==> run_1/met1.png <==
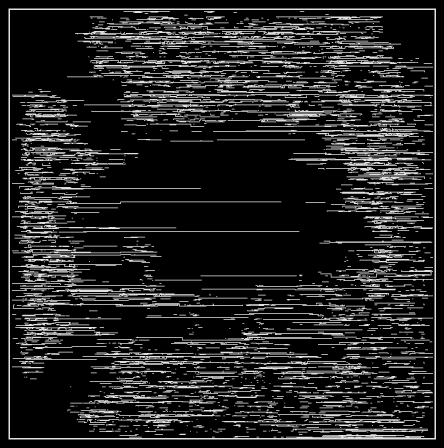
==> run_1/met2.png <==
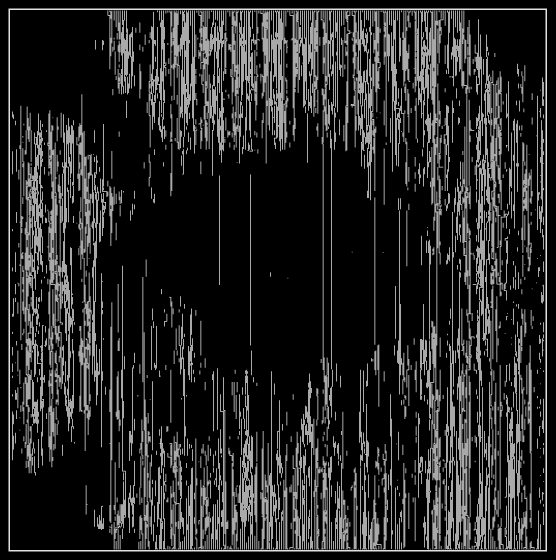
==> run_1/met3.png <==
Bar = 50 um.
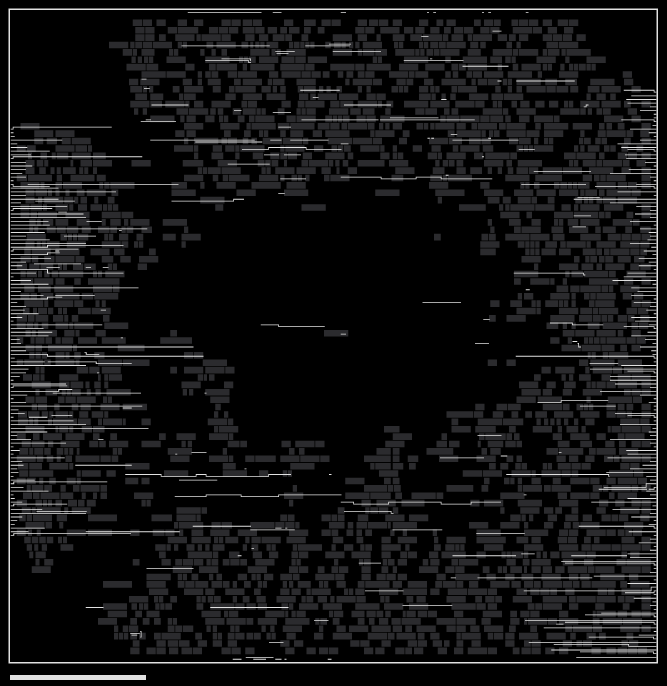
`src/rtl/mem_pkg.sv`:
```
// Shared types and constants for the LEGv8 MEM stage.
package mem_pkg;
   localparam int DATA_W     = 64;
   localparam int ALIGN_BITS = 3;

   typedef enum logic {IDLE, REQ} mem_state_t;

   typedef struct packed {
      logic              valid;
      logic [DATA_W-1:0] pc_branch;
      logic [DATA_W-1:0] alu_result;
      logic [DATA_W-1:0] write_data;
      logic              zero;
      logic              branch;
      logic              mem_read;
      logic              mem_write;
      logic              reg_write;
      logic              memto_reg;
      logic [4:0]        rd;
   } exmem_t;

   typedef struct packed {
      logic              valid;
      logic              reg_write;
      logic              memto_reg;
      logic              misaligned;
      logic [DATA_W-1:0] alu_result;
      logic [DATA_W-1:0] read_data;
      logic [4:0]        rd;
   } memwb_t;
endpackage

```
`src/rtl/flopre.sv`:
```
// Parameterised register with synchronous reset (priority) and load enable.
module flopre #(
   parameter int WIDTH = 8
) (
   input  logic             clk,
   input  logic             reset,
   input  logic             en,
   input  logic [WIDTH-1:0] d,
   output logic [WIDTH-1:0] q
);
   always_ff @(posedge clk) begin
      if (reset)   q <= '0;
      else if (en) q <= d;
   end
endmodule

```
`src/rtl/memory_access.sv`:
```
// LEGv8 MEM stage: EX/MEM register, branch resolve, req/ack data-memory
// handshake with upstream stall, and MEM/WB register.
module memory_access
   import mem_pkg::*;
#(
   parameter int size       = mem_pkg::DATA_W,
   parameter int ALIGN_BITS = mem_pkg::ALIGN_BITS
) (
   input  logic            clk,
   input  logic            reset,
   input  logic            valid_E,
   input  logic [size-1:0] PCBranch_E,
   input  logic [size-1:0] aluResult_E,
   input  logic [size-1:0] writeData_E,
   input  logic            zero_E,
   input  logic            Branch_E,
   input  logic            MemRead_E,
   input  logic            MemWrite_E,
   input  logic            regWrite_E,
   input  logic            memtoReg_E,
   input  logic [4:0]      rd_E,
   output logic            stall_M,
   output logic            PCSrc_M,
   output logic [size-1:0] PCBranch_M,
   output logic            dm_req,
   output logic            dm_we,
   output logic [size-1:0] dm_addr,
   output logic [size-1:0] dm_wdata,
   input  logic            dm_ack,
   input  logic [size-1:0] dm_rdata,
   output logic            valid_W,
   output logic            regWrite_W,
   output logic            memtoReg_W,
   output logic            misaligned_W,
   output logic [size-1:0] aluResult_W,
   output logic [size-1:0] readData_W,
   output logic [4:0]      rd_W
);
   exmem_t     m_d, m_q;
   memwb_t     w_d, w_q;
   mem_state_t state, cur_state;
   logic       mem_op, misaligned, pending, m_en;

   always_comb begin
      m_d            = '0;
      m_d.valid      = valid_E;
      m_d.pc_branch  = PCBranch_E;
      m_d.alu_result = aluResult_E;
      m_d.write_data = writeData_E;
      m_d.zero       = zero_E;
      m_d.branch     = Branch_E;
      m_d.mem_read   = MemRead_E;
      m_d.mem_write  = MemWrite_E;
      m_d.reg_write  = regWrite_E;
      m_d.memto_reg  = memtoReg_E;
      m_d.rd         = rd_E;
   end

   assign m_en = !stall_M;

   flopre #(.WIDTH($bits(exmem_t))) m_reg (
      .clk(clk), .reset(reset), .en(m_en), .d(m_d), .q(m_q)
   );

   assign mem_op     = m_q.valid & (m_q.mem_read | m_q.mem_write);
   assign misaligned = mem_op & (m_q.alu_result[ALIGN_BITS-1:0] != '0);
   assign pending    = mem_op & !misaligned;

   // M holds while stalled, so the request fields stay stable until the ack edge;
   // REQ is entered in the same cycle the aligned op appears in M.
   always_ff @(posedge clk) begin
      if (reset) state <= IDLE;
      else       state <= (pending && !dm_ack) ? REQ : IDLE;
   end

   assign cur_state = (state == REQ || pending) ? REQ : IDLE;
   assign dm_req    = (cur_state == REQ);
   assign dm_we     = dm_req & m_q.mem_write;
   assign dm_addr   = dm_req ? m_q.alu_result : '0;
   assign dm_wdata  = dm_req ? m_q.write_data : '0;
   assign stall_M   = pending & !dm_ack;

   assign PCSrc_M    = m_q.valid & m_q.branch & m_q.zero;
   assign PCBranch_M = m_q.pc_branch;

   // A stall edge writes a bubble into W; otherwise M retires into W.
   always_comb begin
      w_d = '0;
      if (!stall_M) begin
         w_d.valid      = m_q.valid;
         w_d.reg_write  = m_q.reg_write & !misaligned;
         w_d.memto_reg  = m_q.memto_reg;
         w_d.misaligned = misaligned;
         w_d.alu_result = m_q.alu_result;
         w_d.read_data  = (pending && m_q.mem_read && !m_q.mem_write) ? dm_rdata : '0;
         w_d.rd         = m_q.rd;
      end
   end

   flopre #(.WIDTH($bits(memwb_t))) w_reg (
      .clk(clk), .reset(reset), .en(1'b1), .d(w_d), .q(w_q)
   );

   assign valid_W      = w_q.valid;
   assign regWrite_W   = w_q.reg_write;
   assign memtoReg_W   = w_q.memto_reg;
   assign misaligned_W = w_q.misaligned;
   assign aluResult_W  = w_q.alu_result;
   assign readData_W   = w_q.read_data;
   assign rd_W         = w_q.rd;
endmodule

```
`config.mk`:
```
export PLATFORM = sky130hd
export DESIGN_NAME = memory_access
export DESIGN_NICKNAME = d
export VERILOG_FILES = /design/src/rtl/mem_pkg.sv /design/src/rtl/flopre.sv /design/src/rtl/memory_access.sv
export SDC_FILE = /design/constraint.sdc
export NUM_CORES = 1
export LEC_CHECK = 0
export CAP_MARGIN = 20
export CORE_AREA = 2 2 236 238
export CTS_CLUSTER_DIAMETER = 30
export DETAILED_ROUTE_END_ITERATION = 16
export DIE_AREA = 0 0 238 240
export PLACE_DENSITY = 0.58
export SLEW_MARGIN = 20
export SYNTH_ARGS = -nofsm -noshare
export SYNTH_HDL_FRONTEND = slang
export SYNTH_SLANG_ARGS = --single-unit
```
`constraint.sdc`:
```
create_clock -name clk -period 2.1 [get_ports clk]
set_input_delay 0.315 -clock clk [delete_from_list [all_inputs] [get_ports clk]]
set_output_delay 0.315 -clock clk [all_outputs]
set_load 0.03 [all_outputs]
```
==> impl_metrics.tcl, run 1 <==
# collected from the flow reports
set metrics [dict create \
    crit_required_ps 1780 \
    crit_type "reg -> out" \
    worst_pin_slew_ps 658.8 \
    seq_share_pct 27.99 \
    path_buffers 5 \
    numPortBuffers 603 \
    place_area_mm2 0.01949 \
    largest_cell_class "buffers" \
    setup_viol 128 \
    peakVddDrop_uv 630.4 \
    p_switching_mw 5.683 \
    comb_power_mw 2.75 \
    clkLatencyLatePin_ps 600 \
    grt_antenna_before_repair 6 \
    clk_path_buf_depth 3 \
    start_kind "register" \
    p_per_area_mw_per_mm2 958.6 \
    grt_pass1_wl_um 79630 \
    async_reset_ff_share_pct 0 \
    end_kind "output pin" \
    post_cts_buffers 11 \
    hold_viol 0 \
    ys_area_mm2 0.01336 \
    cts-root-buf "clkbuf_16" \
    path_delay_family "buffers and inverters" \
    hold_path_class "in -> reg" \
    final_max_slew_viol_count 0 \
    synth_warnings 0 \
    dp_slack_ps 120.8 \
    adder_share_pct 0 \
    ys.flop_type "dfxtp_1" \
    nMultiInputCombCells 883 \
    place_inst 2576 \
    comb_area_share_pct 25.90 \
    swShare_pct 24.21 \
    ant_nets 0 \
    seq_area_mm2 0.006854 \
    powerClk_mw 13.7 \
    drc 0 \
    period_needed_ps 2416 \
    power.leakage_nw 9.196 \
    status "finished with violations" \
    layout.cells.most_common "clkdlybuf4s50_1" \
    ys_cells 1449 \
    power_leader "clock" \
    rsz0062_at_grt "yes" \
    grt_max_degree 113 \
    yosys-top-cells-area "dfxtp_1, o31ai_1, a21oi_1" \
    top_area_cell "dfxtp_1" \
    nNonClkBuffers 688 \
    synth-xor-area-share_pct 0 \
    worst_slack_ps -315.9 \
    gp_congestion 0.7948 \
    wl_per_cell_um 21.15 \
    fp_util_pct 24.45 \
    flop-count 342 \
    aoi_share_pct 18.75 \
    mux_area_share_pct 0.1498 \
    failed_checks "negative setup slack" \
]
Notes on met1.png above:
The layer holds 39% of the routed length. The layer carries 23.1 mm of wire. The wires run mostly horizontal.
wirelength, routed: 59010 um
Vias: 13190
GR Util met1: 20.84%

Notes on met2.png above:
The layer holds 50% of the routed length. 1965 nets have wire on it. The layer carries 29.4 mm of wire.
global routing met2 resource utilization: 30.68%

Notes on met3.png above:
The layer carries 4860 um of wire. The layer holds 8.2% of the routed length. The longest straight run is 66.9 um.
GR Util met3: 6.648%

==> run 1: worst paths after layout <==
check                            startpoint      endpoint  slack (ps)  cells after the start
worst max-delay path            m_reg.q[76]  dm_wdata[11]        -320                      8
worst min-delay path                  reset    m_reg.q[7]          90                      3
worst max register to register  m_reg.q[77]   w_reg.q[56]          10                      8
worst min register to register   m_reg.q[3]    w_reg.q[3]         460                      1
==> run 1: metal layers <==
| metal | global-route usage [%] | up-vias | wire length, um |
|---|---|---|---|
| met5 | 0 | - | 21 |
| met1 | 20.84 | 6389 | 23100 |
| met4 | 7.197 | 4 | 1581 |
| met2 | 30.68 | 516 | 29440 |
| met3 | 6.648 | 97 | 4864 |
| li1 | - | 6182 | - |
==> run 1: state kept, by name (all words and copies together), names as in the netlist <==
name	flops
state	1
m_reg.q	204
w_reg.q	137
==> run 1 -> run 2 <==
--- a/config.mk
+++ b/config.mk
@@ -10,8 +10,10 @@
 export CTS_CLUSTER_DIAMETER = 30
 export DETAILED_ROUTE_END_ITERATION = 16
 export DIE_AREA = 0 0 238 240
+export HOLD_SLACK_MARGIN = 0.12
 export PLACE_DENSITY = 0.58
 export SLEW_MARGIN = 20
 export SYNTH_ARGS = -nofsm -noshare
 export SYNTH_HDL_FRONTEND = slang
 export SYNTH_SLANG_ARGS = --single-unit
+export TNS_END_PERCENT = 20
==> impl_metrics.tcl, run 2 <==
# collected from the flow reports
set metrics [dict create \
    layout.cells.most_common "clkdlybuf4s50_1" \
    largest_reg_flops 204 \
    async_reset_ff_share_pct 0 \
    r2r_slack_ps 200 \
    r2r-start "m_reg.q[75]" \
    ant_nets 0 \
    ys_area_mm2 0.01336 \
    ff2ff_path_depth 5 \
    worst_pin_slew_ps 615.6 \
    worst_slack_ps -319.9 \
    min_from "dm_rdata[53]" \
    powerClk_mw 13.7 \
    clk_path_buf_depth 3 \
    regToRegEndpoint "m_reg.q[53]" \
    gp_congestion 0.7948 \
    seq_area_mm2 0.006852 \
    power_leader "clock" \
    swShare_pct 23.66 \
    grt_max_degree 113 \
    dp_slack_ps 120.8 \
    synth_warnings 0 \
    numPortBuffers 603 \
    setup_viol 128 \
    yosys-top-cells-area "dfxtp_1, o31ai_1, a21oi_1" \
    failed_checks "negative setup slack" \
    cp-endpoint "dm_wdata[62]" \
    ys.flop_type "dfxtp_1" \
    status "finished with violations" \
    power.leakage_nw 8.821 \
    startpoint "m_reg.q[8]" \
    hold_end "w_reg.q[58]" \
    post_cts_buffers 3 \
    crit_type "reg -> out" \
    drc 0 \
    grt_antenna_before_repair 6 \
    fp_util_pct 24.45 \
]
==> run 2: cell counts after synthesis <==
No cell type changed its count.
==> run 2: critical path, stage by stage, from the launching register on <==
cell and delay, ps:
dfxtp_2 340, o21a_4 210, a21oi_4 190, buf_6 190
buf_12 190, and2b_1 200, buf_4 160
==> run 2: per-layer routing <==
layer	part of all wire, %	global-route usage [%]	vias to the layer above
li1	-	-	6125
met1	39	20.31	6139
met2	49	30.21	512
met3	8.9	6.579	90
met4	2.8	6.951	4
met5	0.044	0	-
==> run 2: cell families after synthesis <==
family | Yosys count | synth area share (%)
AND/OR/NAND/NOR | 480 | 21.46
multiplexers | 2 | 0.1498
flip-flops | 342 | 51.23
AND-OR/OR-AND | 401 | 18.75
buffers and inverters | 224 | 8.407
==> run_2/met1.png <==
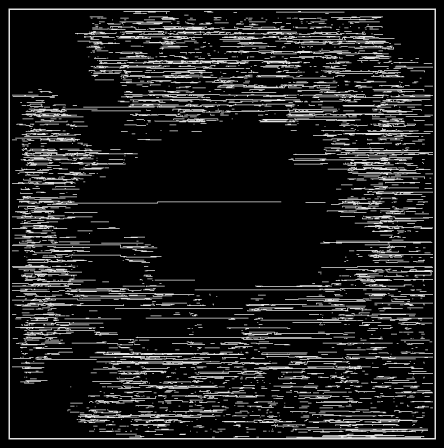
The layer carries 21.1 mm of wire. 2015 nets have wire on it. The longest straight run is 75.7 um. The wires run mostly horizontal.
GR Util met1: 20.31%
Vias: 12870

==> run_2/met2.png <==
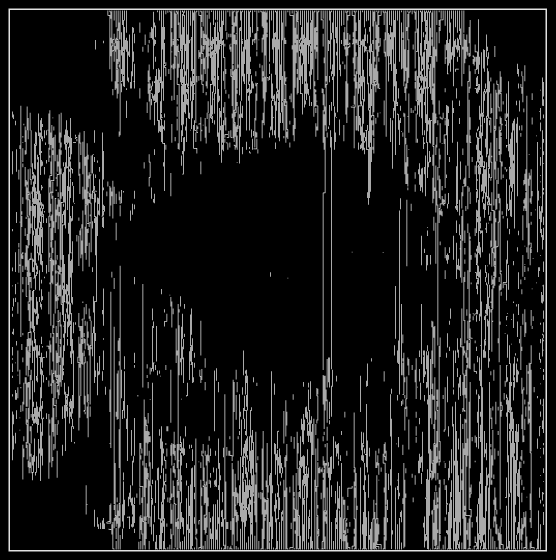
The layer carries 26.8 mm of wire. 1922 nets have wire on it. The longest straight run is 109 um. The layer holds 49% of the routed length.
global routing met2 resource utilization: 30.21%
wirelength, routed: 54280 um

==> run_2/final_congestion.png <==
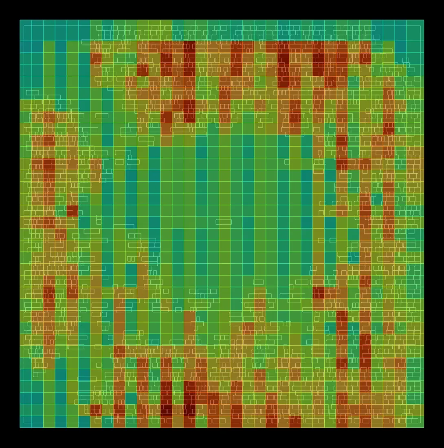

==> run 2 -> run 3 <==
--- a/config.mk
+++ b/config.mk
@@ -5,6 +5,7 @@
 export SDC_FILE = /design/constraint.sdc
 export NUM_CORES = 1
 export LEC_CHECK = 0
+export ABC_CLOCK_PERIOD_IN_PS = 2100
 export CAP_MARGIN = 20
 export CORE_AREA = 2 2 236 238
 export CTS_CLUSTER_DIAMETER = 30
==> constraint.sdc (replaced) <==
create_clock -name clk -period 2.1 [get_ports clk]
set_input_delay 0.315 -clock clk [delete_from_list [all_inputs] [get_ports clk]]
set_output_delay 0.315 -clock clk [all_outputs]
set_load 0.01 [all_outputs]
==> run_3/final_congestion.png <==
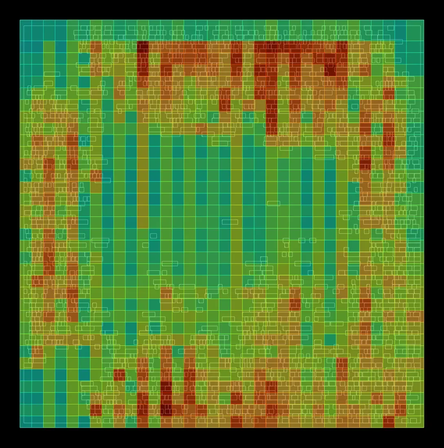
GR Util met1: 20.94%
Final Core Density: 41.87%
routed len/inst: 19.37 um
global routing met2 resource utilization: 30.11%

==> impl_metrics.tcl, run 3 <==
# collected from the flow reports
set metrics [dict create \
    startpoint "m_reg.q[77]" \
    peakVddDrop_uv 547.5 \
    p_switching_mw 5.389 \
    hold_path_class "in -> reg" \
    period_needed_ps 2355 \
    worst_pin_slew_ps 768.8 \
    p_per_area_mw_per_mm2 1032 \
    hold_buffers 2 \
    status "finished with violations" \
    fp.dieW_um 238 \
    crit_path_max_incr_delay_ps 320 \
    ys.flop_type "dfxtp_1" \
    synth_warnings 0 \
    htree_levels 3 \
    fin_skew_ps 20.25 \
    r2r_slack_ps 90 \
    dr_wl_met3_um 4087 \
    cp_slowest_cell "dfxtp_2" \
    cp_num_cells 8 \
    inverters 1 \
    r2r-start "m_reg.q[75]" \
    comb_power_mw 2.06 \
    adder_share_pct 0 \
    numPortBuffers 603 \
    regToRegEndpoint "m_reg.q[82]" \
    rsz0062_at_grt "yes" \
    drc 0 \
    mux_area_share_pct 0.1498 \
    fp_util_pct 24.45 \
    place_area_mm2 0.01976 \
    grt_antenna_before_repair 6 \
    comb_area_share_pct 24.57 \
    largest-register "m_reg.q" \
    swShare_pct 22.81 \
    yosys-top-cells-area "dfxtp_1, o31ai_1, a21oi_1" \
    reg_top3 "m_reg.q x204, w_reg.q x137, state x1" \
    nMultiInputCombCells 883 \
    clk_path_buf_depth 3 \
    gp_congestion 0.8034 \
    routed.top_layer "met5" \
    final_max_slew_viol_count 0 \
    setup_viol 128 \
    yosys.area_share.simple_pct 21.46 \
    crit_required_ps 1780 \
    crit_path_frequent_cell "buf_12" \
    seq_area_mm2 0.006850 \
    top_usage_layer "met2" \
    grt_pass1_wl_um 79870 \
    avgSynthCellArea_um2 9.223 \
    cts-root-buf "clkbuf_16" \
    failed_checks "negative setup slack" \
    chipArea_mm2 0.05712 \
    crit_type "reg -> out" \
    worst_slack_ps -255.1 \
    path_delay_family "buffers and inverters" \
    aoi_share_pct 18.75 \
    grtUsageMet3_pct 6.051 \
    tritoncts "done" \
    final-nonclk-buf-share_pct 27.24 \
    seq_share_pct 29.93 \
    layout.cells.most_common "clkdlybuf4s50_1" \
    met1Wirelength_um 21330 \
    path_buffers 5 \
    flop-count 342 \
    path_cells "nor3_2, buf_4, a21oi_4, buf_12, buf_12, buf_12, nor2b_1, buf_2" \
    vias_per_cell 4.667 \
    power_leader "clock" \
    ys_cells 1449 \
    async_reset_ff_share_pct 0 \
    largest_reg_flops 204 \
    clkLatencyLatePin_ps 600 \
    cap_violations 0 \
    nNonClkBuffers 654 \
    grt_max_degree 142 \
    powerClk_mw 14.6 \
    dr_wl_met2_um 26410 \
    dp_slack_ps -12.53 \
    post_cts_buffers 4 \
    largest_cell_class "registers" \
    start_kind "register" \
    ys_area_mm2 0.01336 \
    top_logic_kind "simple AND/OR/NAND/NOR gates" \
    synth_nets 1720 \
    hold_viol 0 \
]
==> run_3/met4.png <==
Bar = 50 um.
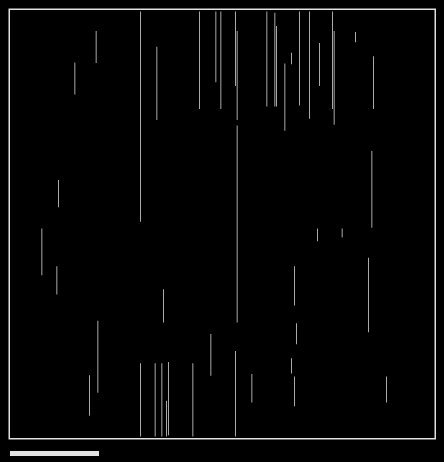
The wires run mostly vertical. 33 nets have wire on it. The layer holds 3.1% of the routed length.
wirelength, routed: 53470 um
Vias: 12880

==> run 3: cell counts after synthesis <==
Identical to the previous run, type by type.
==> run 3: how the worst min path moves through the flow <==
| stage | from | end | slack (ps) |
|---|---|---|---|
| floorplan | m_reg.q[0] | w_reg.q[0] | 430 |
| global route | dm_rdata[12] | w_reg.q[17] | 240 |
| detailed placement | m_reg.q[1] | w_reg.q[1] | 440 |
| global placement | m_reg.q[1] | w_reg.q[1] | 440 |
| finish | dm_rdata[56] | w_reg.q[61] | 280 |
| CTS | dm_rdata[56] | w_reg.q[61] | 230 |
==> run 3: through the flow <==
stage	util, %	std cells
floorplan	-	1449
global placement	36.14	2574
detailed placement	36.14	2574
CTS	41.46	2753
global route	41.87	2758
finish	41.87	2760
